==> images/class_map.png <==
Fill, decap, tap and diode cells in grey.
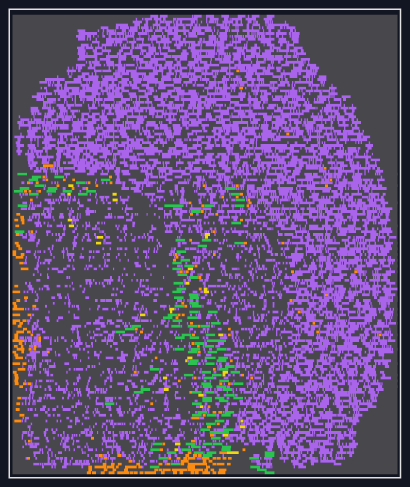
==> images/port_trees.png <==
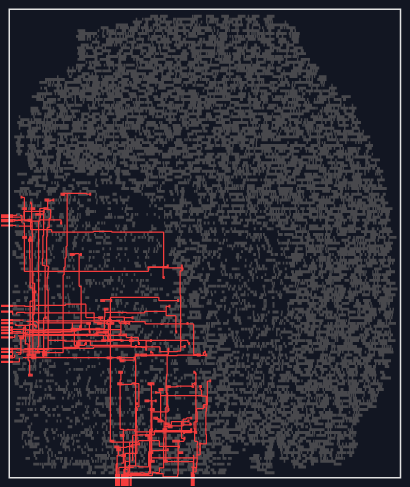
==> images/m3.png <==
Scale bar: 100 um.
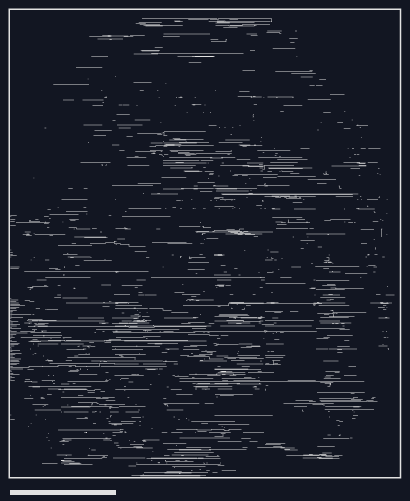
File: config.mk
export PLATFORM = sky130hd
export DESIGN_NAME = alu_mdu_flat
export DESIGN_NICKNAME = d
export VERILOG_FILES = /design/src/rtl/alu_mdu_if.sv /design/src/rtl/alu_mdu.sv /design/src/flat_wrapper.sv
export SDC_FILE = /design/constraint.sdc
export NUM_CORES = 2
export LEC_CHECK = 0
export ABC_AREA = 1
export CAP_MARGIN = 20
export CORE_ASPECT_RATIO = 1.2
export CORE_MARGIN = 2
export CORE_UTILIZATION = 40
export CTS_BUF_LIST = sky130_fd_sc_hd__clkbuf_8
export DETAILED_ROUTE_END_ITERATION = 12
export PLACE_DENSITY = 0.61
export SYNTH_ARGS = -nofsm -noshare
export SYNTH_HDL_FRONTEND = slang
export SYNTH_SLANG_ARGS = --single-unit
File: constraint.sdc
create_clock -name clk -period 24.2 [get_ports clk]
set_clock_uncertainty 0.15 [all_clocks]
set_input_delay 4.84 -clock clk [delete_from_list [all_inputs] [get_ports clk]]
set_output_delay 4.84 -clock clk [all_outputs]
set_load 0.01 [all_outputs]
File: src/rtl/alu_mdu_if.sv
// alu_mdu_if: execute-stage bus between the pipeline and the alu_mdu block.
// Carries the ALU operands/result and the multiply/divide request, busy
// flag and HI/LO readback. clk and reset stay plain module ports.
interface alu_mdu_if #(
    parameter int WIDTH = 32
);
    localparam int SHW = $clog2(WIDTH);

    logic [WIDTH-1:0] src_a;
    logic [WIDTH-1:0] src_b;
    logic [SHW-1:0]   shamt;
    logic [3:0]       alu_op;
    logic [WIDTH-1:0] alu_out;
    logic [2:0]       md_op;
    logic             md_start;
    logic             md_busy;
    logic [WIDTH-1:0] hi;
    logic [WIDTH-1:0] lo;

    // Pipeline side: drives operands and requests, observes results.
    modport master (
        output src_a, src_b, shamt, alu_op, md_op, md_start,
        input  alu_out, md_busy, hi, lo
    );

    // Arithmetic block side.
    modport slave (
        input  src_a, src_b, shamt, alu_op, md_op, md_start,
        output alu_out, md_busy, hi, lo
    );
endinterface

File: src/rtl/alu_mdu.sv
// alu_mdu: execute-stage arithmetic block.
//  - Combinational ALU (add/sub/or/and/lui/slt/sltu/sll/srl/sra).
//  - Sequential multiply/divide unit owning the HI/LO registers.
//    Multiply completes MUL_CYCLES edges after the start edge; divide is a
//    restoring divider producing one quotient bit per cycle (WIDTH cycles).
// Configuration macro: MDU_DIV_EN. When undefined there is no divider and
// div/divu requests behave like md_op none.
module alu_mdu #(
    parameter int WIDTH      = 32,
    parameter int MUL_CYCLES = 5
) (
    input  logic     clk,
    input  logic     reset,
    alu_mdu_if.slave bus
);
    localparam int CNT_MAX = (MUL_CYCLES > WIDTH) ? MUL_CYCLES : WIDTH;
    localparam int CNT_W   = $clog2(CNT_MAX + 1);
    localparam logic [CNT_W-1:0] MUL_LAST = CNT_W'(MUL_CYCLES - 1);

    localparam logic [2:0] OP_MULT  = 3'd1;
    localparam logic [2:0] OP_MULTU = 3'd2;
    localparam logic [2:0] OP_DIV   = 3'd3;
    localparam logic [2:0] OP_DIVU  = 3'd4;
    localparam logic [2:0] OP_MTHI  = 3'd5;
    localparam logic [2:0] OP_MTLO  = 3'd6;

    localparam logic [WIDTH-1:0] ONE_W = {{(WIDTH-1){1'b0}}, 1'b1};

    typedef enum logic [1:0] {
        ST_IDLE = 2'd0,
        ST_MUL  = 2'd1,
        ST_DIV  = 2'd2
    } state_t;

    state_t             state_r;
    state_t             state_n;
    logic               busy_r;
    logic [CNT_W-1:0]   cnt_r;
    logic               start_mul_s;
    logic               start_div_s;
    logic               done_mul_s;
    logic               done_div_s;
    logic               mthi_s;
    logic               mtlo_s;

    logic [WIDTH-1:0]   a_r;
    logic [WIDTH-1:0]   b_r;
    logic               signed_r;
    logic [WIDTH-1:0]   hi_r;
    logic [WIDTH-1:0]   lo_r;
    logic [2*WIDTH-1:0] ext_a_s;
    logic [2*WIDTH-1:0] ext_b_s;
    logic [2*WIDTH-1:0] prod_s;
    logic [WIDTH-1:0]   alu_res_s;

    // ---------------------------------------------------------------
    // Combinational ALU
    // ---------------------------------------------------------------

    // ALU result selection; independent of the multiply/divide state.
    always_comb begin
        alu_res_s = '0;
        case (bus.alu_op)
            4'd0:    alu_res_s = bus.src_a + bus.src_b;
            4'd1:    alu_res_s = bus.src_a - bus.src_b;
            4'd2:    alu_res_s = bus.src_a | bus.src_b;
            4'd3:    alu_res_s = bus.src_a & bus.src_b;
            4'd4:    alu_res_s = {bus.src_b[WIDTH/2-1:0], {(WIDTH/2){1'b0}}};
            4'd5:    alu_res_s = ($signed(bus.src_a) < $signed(bus.src_b)) ? ONE_W : '0;
            4'd6:    alu_res_s = (bus.src_a < bus.src_b) ? ONE_W : '0;
            4'd7:    alu_res_s = bus.src_b << bus.shamt;
            4'd8:    alu_res_s = bus.src_b >> bus.shamt;
            4'd9:    alu_res_s = $signed(bus.src_b) >>> bus.shamt;
            default: alu_res_s = '0;
        endcase
    end

    assign bus.alu_out = alu_res_s;
    assign bus.md_busy = busy_r;
    assign bus.hi      = hi_r;
    assign bus.lo      = lo_r;

    // ---------------------------------------------------------------
    // Multiply/divide control FSM
    // ---------------------------------------------------------------

    // Next-state and control strobes; starts are only honoured from IDLE,
    // so a request on the completion edge is dropped.
    always_comb begin
        state_n     = state_r;
        start_mul_s = 1'b0;
        start_div_s = 1'b0;
        done_mul_s  = 1'b0;
        done_div_s  = 1'b0;
        mthi_s      = 1'b0;
        mtlo_s      = 1'b0;
        case (state_r)
            ST_IDLE: begin
                if (bus.md_start) begin
                    case (bus.md_op)
                        OP_MULT, OP_MULTU: begin
                            state_n     = ST_MUL;
                            start_mul_s = 1'b1;
                        end
                        OP_DIV, OP_DIVU: begin
`ifdef MDU_DIV_EN
                            state_n     = ST_DIV;
                            start_div_s = 1'b1;
`else
                            state_n     = ST_IDLE;
`endif
                        end
                        OP_MTHI: mthi_s  = 1'b1;
                        OP_MTLO: mtlo_s  = 1'b1;
                        default: state_n = ST_IDLE;
                    endcase
                end else begin
                    state_n = ST_IDLE;
                end
            end
            ST_MUL: begin
                if (cnt_r == MUL_LAST) begin
                    state_n    = ST_IDLE;
                    done_mul_s = 1'b1;
                end else begin
                    state_n = ST_MUL;
                end
            end
            ST_DIV: begin
`ifdef MDU_DIV_EN
                if (cnt_r == CNT_W'(WIDTH - 1)) begin
                    state_n    = ST_IDLE;
                    done_div_s = 1'b1;
                end else begin
                    state_n = ST_DIV;
                end
`else
                state_n = ST_IDLE;
`endif
            end
            default: state_n = ST_IDLE;
        endcase
    end

    // State register, registered busy flag and cycle counter.
    always_ff @(posedge clk or negedge reset) begin
        if (!reset) begin
            state_r <= ST_IDLE;
            busy_r  <= 1'b0;
            cnt_r   <= '0;
        end else begin
            state_r <= state_n;
            busy_r  <= (state_n != ST_IDLE);
            if ((state_n == ST_IDLE) || start_mul_s || start_div_s) begin
                cnt_r <= '0;
            end else begin
                cnt_r <= cnt_r + {{(CNT_W-1){1'b0}}, 1'b1};
            end
        end
    end

    // ---------------------------------------------------------------
    // Multiplier: operands are latched, product is taken at completion
    // ---------------------------------------------------------------

    assign ext_a_s = signed_r ? {{WIDTH{a_r[WIDTH-1]}}, a_r} : {{WIDTH{1'b0}}, a_r};
    assign ext_b_s = signed_r ? {{WIDTH{b_r[WIDTH-1]}}, b_r} : {{WIDTH{1'b0}}, b_r};
    assign prod_s  = ext_a_s * ext_b_s;

`ifdef MDU_DIV_EN
    // ---------------------------------------------------------------
    // Restoring divider on magnitudes with sign fix-up at completion
    // ---------------------------------------------------------------

    logic [WIDTH-1:0] q_r;
    logic [WIDTH-1:0] rem_r;
    logic [WIDTH-1:0] d_r;
    logic             neg_q_r;
    logic             neg_r_r;
    logic             div_zero_r;
    logic             is_sdiv_s;
    logic [WIDTH:0]   rem_sh_s;
    logic [WIDTH:0]   diff_s;
    logic [WIDTH-1:0] rem_step_s;
    logic [WIDTH-1:0] q_step_s;
    logic [WIDTH-1:0] div_hi_s;
    logic [WIDTH-1:0] div_lo_s;

    function automatic logic [WIDTH-1:0] neg_f(input logic [WIDTH-1:0] x);
        return ~x + ONE_W;
    endfunction

    function automatic logic [WIDTH-1:0] mag_f(input logic [WIDTH-1:0] x,
                                               input logic is_signed);
        logic [WIDTH-1:0] r;
        if (is_signed && x[WIDTH-1]) begin
            r = neg_f(x);
        end else begin
            r = x;
        end
        return r;
    endfunction

    assign is_sdiv_s = (bus.md_op == OP_DIV);

    // One restoring step plus the final sign / divide-by-zero fix-up.
    always_comb begin
        rem_sh_s = {rem_r, q_r[WIDTH-1]};
        diff_s   = rem_sh_s - {1'b0, d_r};
        if (!diff_s[WIDTH]) begin
            rem_step_s = diff_s[WIDTH-1:0];
            q_step_s   = {q_r[WIDTH-2:0], 1'b1};
        end else begin
            rem_step_s = rem_sh_s[WIDTH-1:0];
            q_step_s   = {q_r[WIDTH-2:0], 1'b0};
        end
        if (div_zero_r) begin
            div_lo_s = '1;
            div_hi_s = a_r;
        end else begin
            div_lo_s = neg_q_r ? neg_f(q_step_s)   : q_step_s;
            div_hi_s = neg_r_r ? neg_f(rem_step_s) : rem_step_s;
        end
    end

    // Divider working registers: load magnitudes on start, iterate in DIV.
    always_ff @(posedge clk or negedge reset) begin
        if (!reset) begin
            q_r        <= '0;
            rem_r      <= '0;
            d_r        <= '0;
            neg_q_r    <= 1'b0;
            neg_r_r    <= 1'b0;
            div_zero_r <= 1'b0;
        end else if (start_div_s) begin
            q_r        <= mag_f(bus.src_a, is_sdiv_s);
            d_r        <= mag_f(bus.src_b, is_sdiv_s);
            rem_r      <= '0;
            neg_q_r    <= is_sdiv_s & (bus.src_a[WIDTH-1] ^ bus.src_b[WIDTH-1]);
            neg_r_r    <= is_sdiv_s & bus.src_a[WIDTH-1];
            div_zero_r <= (bus.src_b == '0);
        end else if (state_r == ST_DIV) begin
            q_r   <= q_step_s;
            rem_r <= rem_step_s;
        end
    end
`endif

    // Operand latch and HI/LO registers; HI/LO change only on mthi/mtlo or
    // on the completion edge of a multi-cycle operation.
    always_ff @(posedge clk or negedge reset) begin
        if (!reset) begin
            a_r      <= '0;
            b_r      <= '0;
            signed_r <= 1'b0;
            hi_r     <= '0;
            lo_r     <= '0;
        end else begin
            if (start_mul_s || start_div_s) begin
                a_r      <= bus.src_a;
                b_r      <= bus.src_b;
                signed_r <= (bus.md_op == OP_MULT) || (bus.md_op == OP_DIV);
            end
            if (mthi_s) begin
                hi_r <= bus.src_a;
            end
            if (mtlo_s) begin
                lo_r <= bus.src_a;
            end
            if (done_mul_s) begin
                hi_r <= prod_s[2*WIDTH-1:WIDTH];
                lo_r <= prod_s[WIDTH-1:0];
            end
`ifdef MDU_DIV_EN
            if (done_div_s) begin
                hi_r <= div_hi_s;
                lo_r <= div_lo_s;
            end
`endif
        end
    end
endmodule
File: src/flat_wrapper.sv
// flat-port wrapper written by rule: the top's interface ports become plain ports
module alu_mdu_flat 
#(
    parameter int WIDTH      = 32,
    parameter int MUL_CYCLES = 5
)
  (clk, reset, bus_src_a, bus_src_b, bus_shamt, bus_alu_op, bus_md_op, bus_md_start, bus_alu_out, bus_md_busy, bus_hi, bus_lo);
  alu_mdu_if #(.WIDTH(WIDTH)) bus_i ();
  input  logic clk;
  input  logic reset;
  input wire logic [$bits(bus_i.src_a)-1:0] bus_src_a;
  input wire logic [$bits(bus_i.src_b)-1:0] bus_src_b;
  input wire logic [$bits(bus_i.shamt)-1:0] bus_shamt;
  input wire logic [$bits(bus_i.alu_op)-1:0] bus_alu_op;
  input wire logic [$bits(bus_i.md_op)-1:0] bus_md_op;
  input wire logic [$bits(bus_i.md_start)-1:0] bus_md_start;
  output wire logic [$bits(bus_i.alu_out)-1:0] bus_alu_out;
  output wire logic [$bits(bus_i.md_busy)-1:0] bus_md_busy;
  output wire logic [$bits(bus_i.hi)-1:0] bus_hi;
  output wire logic [$bits(bus_i.lo)-1:0] bus_lo;
  assign bus_i.src_a = bus_src_a;
  assign bus_i.src_b = bus_src_b;
  assign bus_i.shamt = bus_shamt;
  assign bus_i.alu_op = bus_alu_op;
  assign bus_i.md_op = bus_md_op;
  assign bus_i.md_start = bus_md_start;
  assign bus_alu_out = bus_i.alu_out;
  assign bus_md_busy = bus_i.md_busy;
  assign bus_hi = bus_i.hi;
  assign bus_lo = bus_i.lo;
  alu_mdu #(.WIDTH(WIDTH), .MUL_CYCLES(MUL_CYCLES)) u_core (.clk(clk), .reset(reset), .bus(bus_i));
endmodule
==> flow_metrics.tcl <==
# place-and-route summary
set metrics [dict create \
    portBuffers 175 \
    min_from "u_core.a_r[29]" \
    hp_class "reg -> reg" \
    layout.cells.largest_class "logic gates" \
    worst_reg2reg_path_endpoint "u_core.bus.hi[30]" \
    place.detailed.hpwl_um 220200 \
    grt_setup_unrepaired "no" \
    totalNegativeSetupSlack_ps 0 \
    gp_congestion 1.047 \
    crit_path_cell_trace "clkdlybuf4s50_1 > buf_4 > inv_2 > buf_4 > nand2_1 > o21ai_1 > nand2_1 > o21ai_0 > nand2_1 > o21ai_0 > nand2_1 > nand4_1 > a21oi_1 > nand3_1 > clkdlybuf4s50_1" \
    worst_slew_margin_rel_pct 21.08 \
    diodes 2 \
    grt_first_pass_wirelength_um 388200 \
    first_pass_iters 5 \
    hold_violations 0 \
    global_route.usage.total_pct 32.50 \
    clock_path_buffers 2 \
    crit_path_start_kind "input pin" \
    timing.critical_path.buf_inv 5 \
    actual_slew_at_the_worst_max_slew_pin_ps 1171 \
    most_frequent_cells_in_the_layout "sky130_fd_sc_hd__inv_1, sky130_fd_sc_hd__nand2_1, sky130_fd_sc_hd__fa_1, sky130_fd_sc_hd__ha_1, sky130_fd_sc_hd__nor2_1" \
    cts_inserted_buffers 17 \
    final_antenna_net_count 0 \
    postCtsSetupRepairBufs 0 \
    insertion_delay_ps 610 \
    logic_area_sq_um 49620 \
    run_status "complete, no violations" \
    avgViaCountPerCell 5.216 \
    dominantRegCellSynth "sky130_fd_sc_hd__dfrtp_1" \
    totalWireLength_um 260600 \
    timing.critical_path.max_delay_family "buffers and inverters" \
    yosys.area.top_type_share_pct 44.38 \
    critical_path.slowest_cell "sky130_fd_sc_hd__clkdlybuf4s50_1" \
    layout-drive-gt1-share_pct 2.495 \
    grt_pass1_vias 58592 \
    crit_path_end "bus_alu_out[21]" \
    hold_ws_ps 345.4 \
    yosys_register_bits 138 \
    n_multi_input_combinational_cell 5441 \
    h-tree-depth 4 \
    timing.rr.start "u_core.a_r[31]" \
    yosys_warnings 0 \
    n_sequential_cell 138 \
    worstSetupPathDepth 15 \
    groute.layer.met1.usage_pct 40.56 \
    worstSetupPathType "in -> out" \
    post-place-ws_ps 10260 \
    hold_path_stages 2 \
    ctsResizeCount 0 \
    synth.yosys.chip_area_sq_um 64100 \
    floorplan.die.height_um 442.5 \
    timing.final.max_slew_violations 0 \
    fmax_mhz 71.16 \
    grt_util_met2_pct 54.19 \
    floorplan.initialDensity_pct 40.38 \
    clkbuf_count 17 \
    globalRouteMet3Util_pct 4.135 \
    synthesis.area_per_instance_sq_um 7.554 \
    max_stage_delay_ps 600 \
    final.setup.worst_slack_ps 10150 \
    number_of_antenna_violations_at_the_first_check_in_global_routing 12 \
    met2_routed_length_um 125000 \
    stdcell_area_sq_um 68170 \
    register_to_register_path_setup_slack_ps 13680 \
    timing.max_cap.violations 0 \
]
-- class_map.png (at the start) --
| class | colour | cells |
|---|---|---|
| registers | green | 138 |
| remaining logic cells | purple | 7,962 |
| clock drivers and dummy loads | yellow | 32 |
| remaining buffers and delay cells | orange | 286 |
Seq area share: 5.066%
placeable core region: 158,800 sq um
Site Rows: 160

-- port_trees.png (at the start) --
| port | colour | direction | edge | end cells | wire |
|---|---|---|---|---|---|
| `bus_src_a` | red | input | 18 left, 14 bottom | 138 | 5,950 um |

-- m3.png (at the start) --
wire length on this layer: 14,400 um
share of all routed wire: 5.5%

-- registers in the layout, summed over array words and instances (netlist names) --
register / flops
u_core.cnt_r: 6
u_core.bus.hi: 32
u_core.bus.md_busy: 1
u_core.bus.lo: 32
u_core.signed_r: 1
u_core.state_r: 2
u_core.b_r: 32
u_core.a_r: 32
-- cell families after synthesis --
logic type                 after synthesis  share of synthesized area (%)
muxes                                   13                         0.2030
DFF                                    138                          5.387
AOI/OAI and AO/OA                      859                          7.608
other                                    1                       0.005850
xor gates and xnor gates                30                         0.4099
adders and majority gates             1827                          52.30
buffers and inverters                 2907                          17.23
and+or+nand+nor                       2711                          16.85
-- tightest hold or removal path, cell delays in order (launching register included) --
cell and delay (ps):
sky130_fd_sc_hd__dfrtp_1 360, sky130_fd_sc_hd__nand2_1 50, sky130_fd_sc_hd__o21ai_0 60
